[src/rtl/pipe_pkg.sv]
// pipe_pkg: shared stage payload widths, nop encoding and occupancy encoding
// for the 5-stage MIPS pipeline registers.
package pipe_pkg;
    localparam int IF_ID_W  = 96;
    localparam int ID_EX_W  = 160;
    localparam int EX_MEM_W = 106;
    localparam int MEM_WB_W = 71;

    localparam logic [31:0] NOP_INSTR = 32'h0000_0000;

    typedef enum logic [1:0] {
        OCC_EMPTY = 2'd0,
        OCC_ONE   = 2'd1,
        OCC_TWO   = 2'd2
    } occ_e;
endpackage

[src/rtl/pipe_stage_reg.sv]
// pipe_stage_reg: valid/ready pipeline stage register with stall, flush and
// an optional skid entry that makes in_ready depend on flops only.
module pipe_stage_reg
    import pipe_pkg::*;
#(
    parameter int                DATA_W = IF_ID_W,
    parameter bit                SKID   = 1'b1,
    parameter logic [DATA_W-1:0] BUBBLE = '0
) (
    input  logic              i_clk,
    input  logic              i_reset_n,
    input  logic              i_in_valid,
    output logic              o_in_ready,
    input  logic [DATA_W-1:0] i_in_data,
    output logic              o_out_valid,
    input  logic              i_out_ready,
    output logic [DATA_W-1:0] o_out_data,
    input  logic              i_stall,
    input  logic              i_flush,
    output logic [1:0]        o_occupancy
);
    logic              r_main_v;
    logic [DATA_W-1:0] r_main;
    logic              w_skid_v;
    logic [DATA_W-1:0] w_skid;
    logic              w_in_fire;
    logic              w_out_fire;
    logic              w_drain_skid;
    logic              w_load_skid;
    logic              w_main_v_nxt;
    logic [DATA_W-1:0] w_main_nxt;
    occ_e              w_occ;

    assign w_occ        = occ_e'({1'b0, r_main_v} + {1'b0, w_skid_v});
    assign w_out_fire   = r_main_v & i_out_ready & ~i_stall;
    assign o_in_ready   = SKID ? (w_occ != OCC_TWO) : (~r_main_v | (i_out_ready & ~i_stall));
    assign w_in_fire    = i_in_valid & o_in_ready;
    assign w_drain_skid = w_skid_v & w_out_fire;
    // A beat arriving while the main entry stays occupied parks in the skid entry.
    assign w_load_skid  = w_in_fire & r_main_v & ~w_out_fire;
    assign o_out_valid  = r_main_v;
    assign o_out_data   = r_main;
    assign o_occupancy  = w_occ;

    always_comb begin
        w_main_v_nxt = r_main_v;
        w_main_nxt   = r_main;
        if (i_flush) begin
            w_main_v_nxt = 1'b0;
            w_main_nxt   = BUBBLE;
        end else if (w_drain_skid) begin
            w_main_nxt   = w_skid;
        end else if (w_in_fire && !w_load_skid) begin
            w_main_v_nxt = 1'b1;
            w_main_nxt   = i_in_data;
        end else if (w_out_fire) begin
            w_main_v_nxt = 1'b0;
            w_main_nxt   = BUBBLE;
        end
    end

    always_ff @(posedge i_clk or negedge i_reset_n) begin
        if (!i_reset_n) begin
            r_main_v <= 1'b0;
            r_main   <= BUBBLE;
        end else begin
            r_main_v <= w_main_v_nxt;
            r_main   <= w_main_nxt;
        end
    end

    generate
        if (SKID) begin : g_skid
            logic              r_skid_v;
            logic [DATA_W-1:0] r_skid;
            always_ff @(posedge i_clk or negedge i_reset_n) begin
                if (!i_reset_n) begin
                    r_skid_v <= 1'b0;
                    r_skid   <= BUBBLE;
                end else if (i_flush) begin
                    r_skid_v <= 1'b0;
                end else if (w_load_skid) begin
                    r_skid_v <= 1'b1;
                    r_skid   <= i_in_data;
                end else if (w_drain_skid) begin
                    r_skid_v <= 1'b0;
                end
            end
            assign w_skid_v = r_skid_v;
            assign w_skid   = r_skid;
        end else begin : g_no_skid
            assign w_skid_v = 1'b0;
            assign w_skid   = BUBBLE;
        end
    endgenerate
endmodule
[config.mk]
export PLATFORM = sky130hd
export DESIGN_NAME = pipe_stage_reg
export DESIGN_NICKNAME = d
export VERILOG_FILES = /design/src/rtl/pipe_pkg.sv /design/src/rtl/pipe_stage_reg.sv
export SDC_FILE = /design/constraint.sdc
export NUM_CORES = 1
export LEC_CHECK = 0
export CAP_MARGIN = 20
export CORE_ASPECT_RATIO = 0.5
export CORE_MARGIN = 5
export CORE_UTILIZATION = 40
export DETAILED_ROUTE_END_ITERATION = 16
export PLACE_DENSITY = 0.74
export SLEW_MARGIN = 20
export SYNTH_ARGS = -nofsm -noshare
export SYNTH_HDL_FRONTEND = slang
export SYNTH_SLANG_ARGS = --single-unit
[constraint.sdc]
create_clock -name i_clk -period 3.2 [get_ports i_clk]
set_clock_uncertainty 0.1 [all_clocks]
set_input_delay 0.48 -clock i_clk [delete_from_list [all_inputs] [get_ports i_clk]]
set_output_delay 0.48 -clock i_clk [all_outputs]
set_load 0.05 [all_outputs]
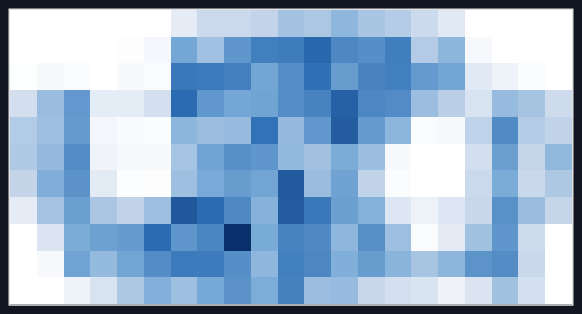
run_1/route_heat.png
21 x 11 tiles, from white (low) to dark blue (high), scaled to the fullest tile. Values are wire area over tile area, all layers added.
fullest tile: 0.40
nearly empty tiles: 15%
mean over tiles: 0.14
tiles over half the peak: 33%
emptiest ninth of the die: upper left
Tot GR Track Use: 18.10%
WL final: 21.01 mm
DR WL/cell: 18.97 µm
vias after detailed routing: 5,883

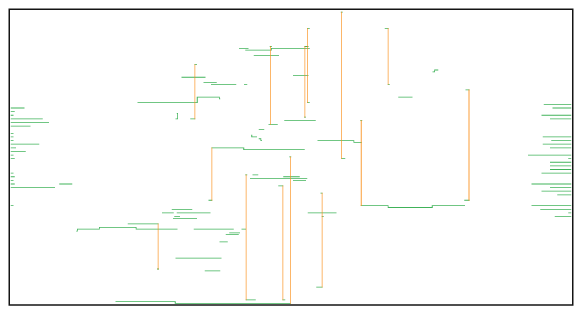
run_1/layers.png
Only two layers are drawn.
| color | layer | wire length |
|---|---|---|
| orange | M4 | 471 µm |
| green | M3 | 770 µm |

==> reports/metrics.csv, run 1 <==
stage,metric,value,unit
drt,drt pass-1 iters,4,
critical_path,crit path max fanout,9,
power_and_ir_drop,clock group total power,2.13,mW
power_and_ir_drop,Logic power comb,1.36,mW
floorplanning,Die H,110.6,µm
worst_hold_path,Hold Path Class,reg -> reg,
layout,Non-clk bufs,215,
synthesis,Synth Warn #,0,
global_routing,first-pass GRT wire length,34.18,mm
job,max cap viols,0,
timing,period utilization,86.68,%
clock_network,CTS buffer count,17,
power_and_ir_drop,combinational power share,20.7,%
layout,Fillers,1643,
critical_path,CP startpoint kind,register,
critical_path,Top Family by Delay on Critical Path,buffers and inverters,
clock_network,CTS tree,yes,
layout,Seq cells,194,
status,status,"complete, no violations",
timing,Min Hold Slack,0.4047,ns
critical_path,FF-to-FF path depth,5,
drt,routed wire length on met2,11.00,mm
timing,Worst-Margin Slew,0.6577,ns
synthesis,yosys adder share,0.1545,%
global_routing,GRT met3 Usage,3.881,%
placed_design,Area after DPL,10410,µm²
layout,clock buffers,18,
timing,unrepaired setup endpoints after global routing,no,
drt,via/cell ratio,5.310,
floorplanning,Site Rows,36,
critical_path,WP depth,2,
clock_network,clk root buf,clkbuf_16,
floorplanning,Die Size,23360,µm²
critical_path,max incr delay on CP,0.85,ns
clock_network,CTS Sinks,194,
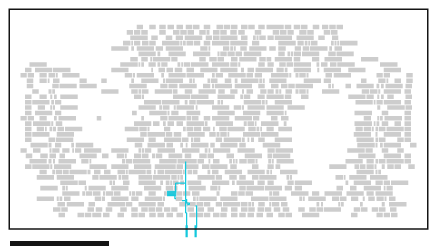
run_1/port_trees.png
Scale bar: 50 µm.
| color | port | direction | edge | end cells | buffers | wire |
|---|---|---|---|---|---|---|
| cyan | `o_occupancy` | output | bottom | 1 | 2 | 68.3 µm |

## Run 2: what changed since run 1
==> constraint.sdc (replaced) <==
create_clock -name i_clk -period 3.3 [get_ports i_clk]
set_clock_uncertainty 0.1 [all_clocks]
set_input_delay 0.495 -clock i_clk [delete_from_list [all_inputs] [get_ports i_clk]]
set_output_delay 0.495 -clock i_clk [all_outputs]
set_load 0.05 [all_outputs]
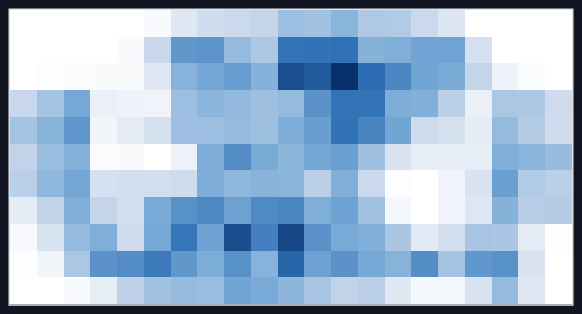
run_2/route_heat.png
21 x 11 tiles, from white (low) to dark blue (high), scaled to the fullest tile. Values are wire area over tile area, all layers added.
nearly empty tiles: 13%
tiles over half the peak: 24%
mean over tiles: 0.14
fullest tile: 0.41
emptiest ninth of the die: upper left
Tot GR Track Use: 17.83%
WL final: 20.45 mm
DR WL/cell: 18.47 µm

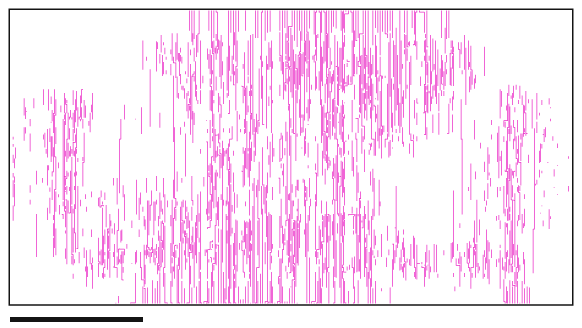
run_2/m2.png
Scale bar: 50 µm.
share of all routed wire: 53%
main direction: vertical
longest straight run: 49.6 µm
nets with wire on the layer: 841
wire length on this layer: 10,900 µm
met2 usage: 31.77%
vias after detailed routing: 5,882

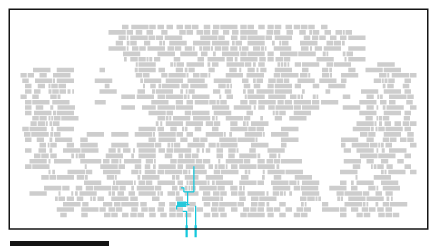
run_2/port_trees.png
Scale bar: 50 µm.
| color | port | direction | edge | end cells | buffers | wire |
|---|---|---|---|---|---|---|
| cyan | `o_occupancy` | output | bottom | 1 | 2 | 53.2 µm |
I/O pin cnt: 202
number of I/O port buffers: 201

==> reports/metrics.csv, run 2 <==
stage,metric,value,unit
status,status,finished with violations,
status,failing checks,negative hold slack,
clock_network,CTS tree,yes,
timing,unrepaired setup endpoints after global routing,no,
drt,drt pass-1 iters,5,
clock_network,CTS Sinks,194,
timing,final hold vios,1,
floorplanning,Site Rows,36,
critical_path,Top Family by Delay on Critical Path,buffers and inverters,
critical_path,FF-to-FF path depth,5,
floorplanning,Die Size,23360,µm²
timing,Worst-Margin Slew,0.7176,ns
clock_network,CTS buffer count,17,
critical_path,max incr delay on CP,0.85,ns
drt,routed wire length on met2,10.88,mm
global_routing,GRT met3 Usage,3.116,%
critical_path,crit path max fanout,9,
drt,via/cell ratio,5.313,
placed_design,Area after DPL,10410,µm²
power_and_ir_drop,clock group total power,2.14,mW
layout,Seq cells,194,
critical_path,WP depth,2,
worst_hold_path,Hold Path Class,in -> async,
layout,Fillers,1597,
timing,Min Hold Slack,-0.002122,ns
## Run 3: what changed since run 2
--- a/config.mk
+++ b/config.mk
@@ -10,7 +10,7 @@
 export CORE_MARGIN = 5
 export CORE_UTILIZATION = 40
 export DETAILED_ROUTE_END_ITERATION = 16
-export PLACE_DENSITY = 0.74
+export PLACE_DENSITY = 0.77
 export SLEW_MARGIN = 20
 export SYNTH_ARGS = -nofsm -noshare
 export SYNTH_HDL_FRONTEND = slang
==> constraint.sdc (replaced) <==
create_clock -name i_clk -period 2.3 [get_ports i_clk]
set_clock_uncertainty 0.1 [all_clocks]
set_input_delay 0.345 -clock i_clk [delete_from_list [all_inputs] [get_ports i_clk]]
set_output_delay 0.345 -clock i_clk [all_outputs]
set_load 0.05 [all_outputs]
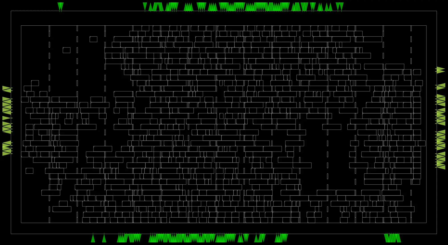
run_3/placed.png
non-filler instance count after layout: 1,123
tap cells: 266
fraction of area in registers: 43.33%

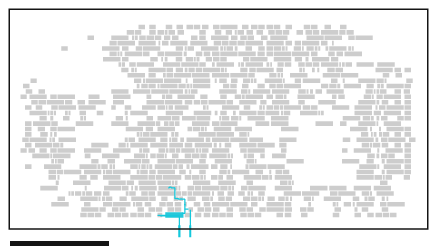
run_3/port_trees.png
Scale bar: 50 µm.
| color | port | direction | edge | end cells | buffers | wire |
|---|---|---|---|---|---|---|
| cyan | `o_occupancy` | output | bottom | 1 | 2 | 54.8 µm |

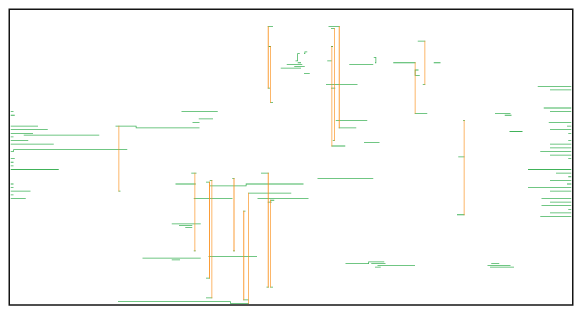
run_3/layers.png
Only two layers are drawn.
| color | layer | wire length |
|---|---|---|
| orange | M4 | 544 µm |
| green | M3 | 833 µm |

==> reports/metrics.csv, run 3 <==
stage,metric,value,unit
global_routing,met2 usage,30.68,%
global_routing,layer with the highest usage,met2,
clock_network,clk root buf,clkbuf_16,
global_routing,initial antenna violation count,0,
timing,Min Hold Slack,0.3525,ns
layout,Seq cells,194,
critical_path,CP startpoint kind,register,
drt,via/cell ratio,5.272,
timing,period utilization,91.43,%
global_routing,GR Overflow Total,0,
status,status,"complete, no violations",
floorplanning,Site Rows,36,
drt,WL final,20.85,mm
critical_path,crit path max fanout,73,
synthesis,Synth Warn #,0,
drt,routed wire length on met2,10.81,mm
timing,Worst-Margin Slew,0.5812,ns
power_and_ir_drop,clock group total power,2.91,mW
global_routing,first-pass GRT wire length,34.24,mm
layout,Non-clk bufs,230,
floorplanning,Die H,110.6,µm
drt,vias after detailed routing,5920,
layout,clock buffers,17,
placed_design,Area after DPL,10610,µm²
critical_path,Setup Crit Path Kind,reg -> reg,
job,max cap viols,0,
timing,FMAX,475.5,MHz
synthesis,distinct cell type count after synthesis,23,
critical_path,WP buf/inv,2,
floorplanning,I/O pin cnt,202,
global_routing,Tot GR Track Use,17.89,%
timing,final hold vios,0,
clock_network,CTS buffer count,17,
drt,drt pass-1 iters,4,
critical_path,FF-to-FF path depth,6,
layout,logic share of the area,23.91,%
power_and_ir_drop,combinational power share,21.2,%
clock_network,CTS tree,yes,
timing,unrepaired setup endpoints after global routing,no,
critical_path,WP depth,6,
placed_design,number of I/O port buffers,201,
global_routing,largest net degree at the start of global routing,74,
clock_network,CTS Sinks,194,
layout,Fillers,1598,
power_and_ir_drop,Logic power comb,1.93,mW
power_and_ir_drop,Clock power frac,31.9,%
synthesis,Cells after Synth,647,
critical_path,Top Family by Delay on Critical Path,buffers and inverters,
Power figures rest on the tool's default switching activity, not on a simulated workload.
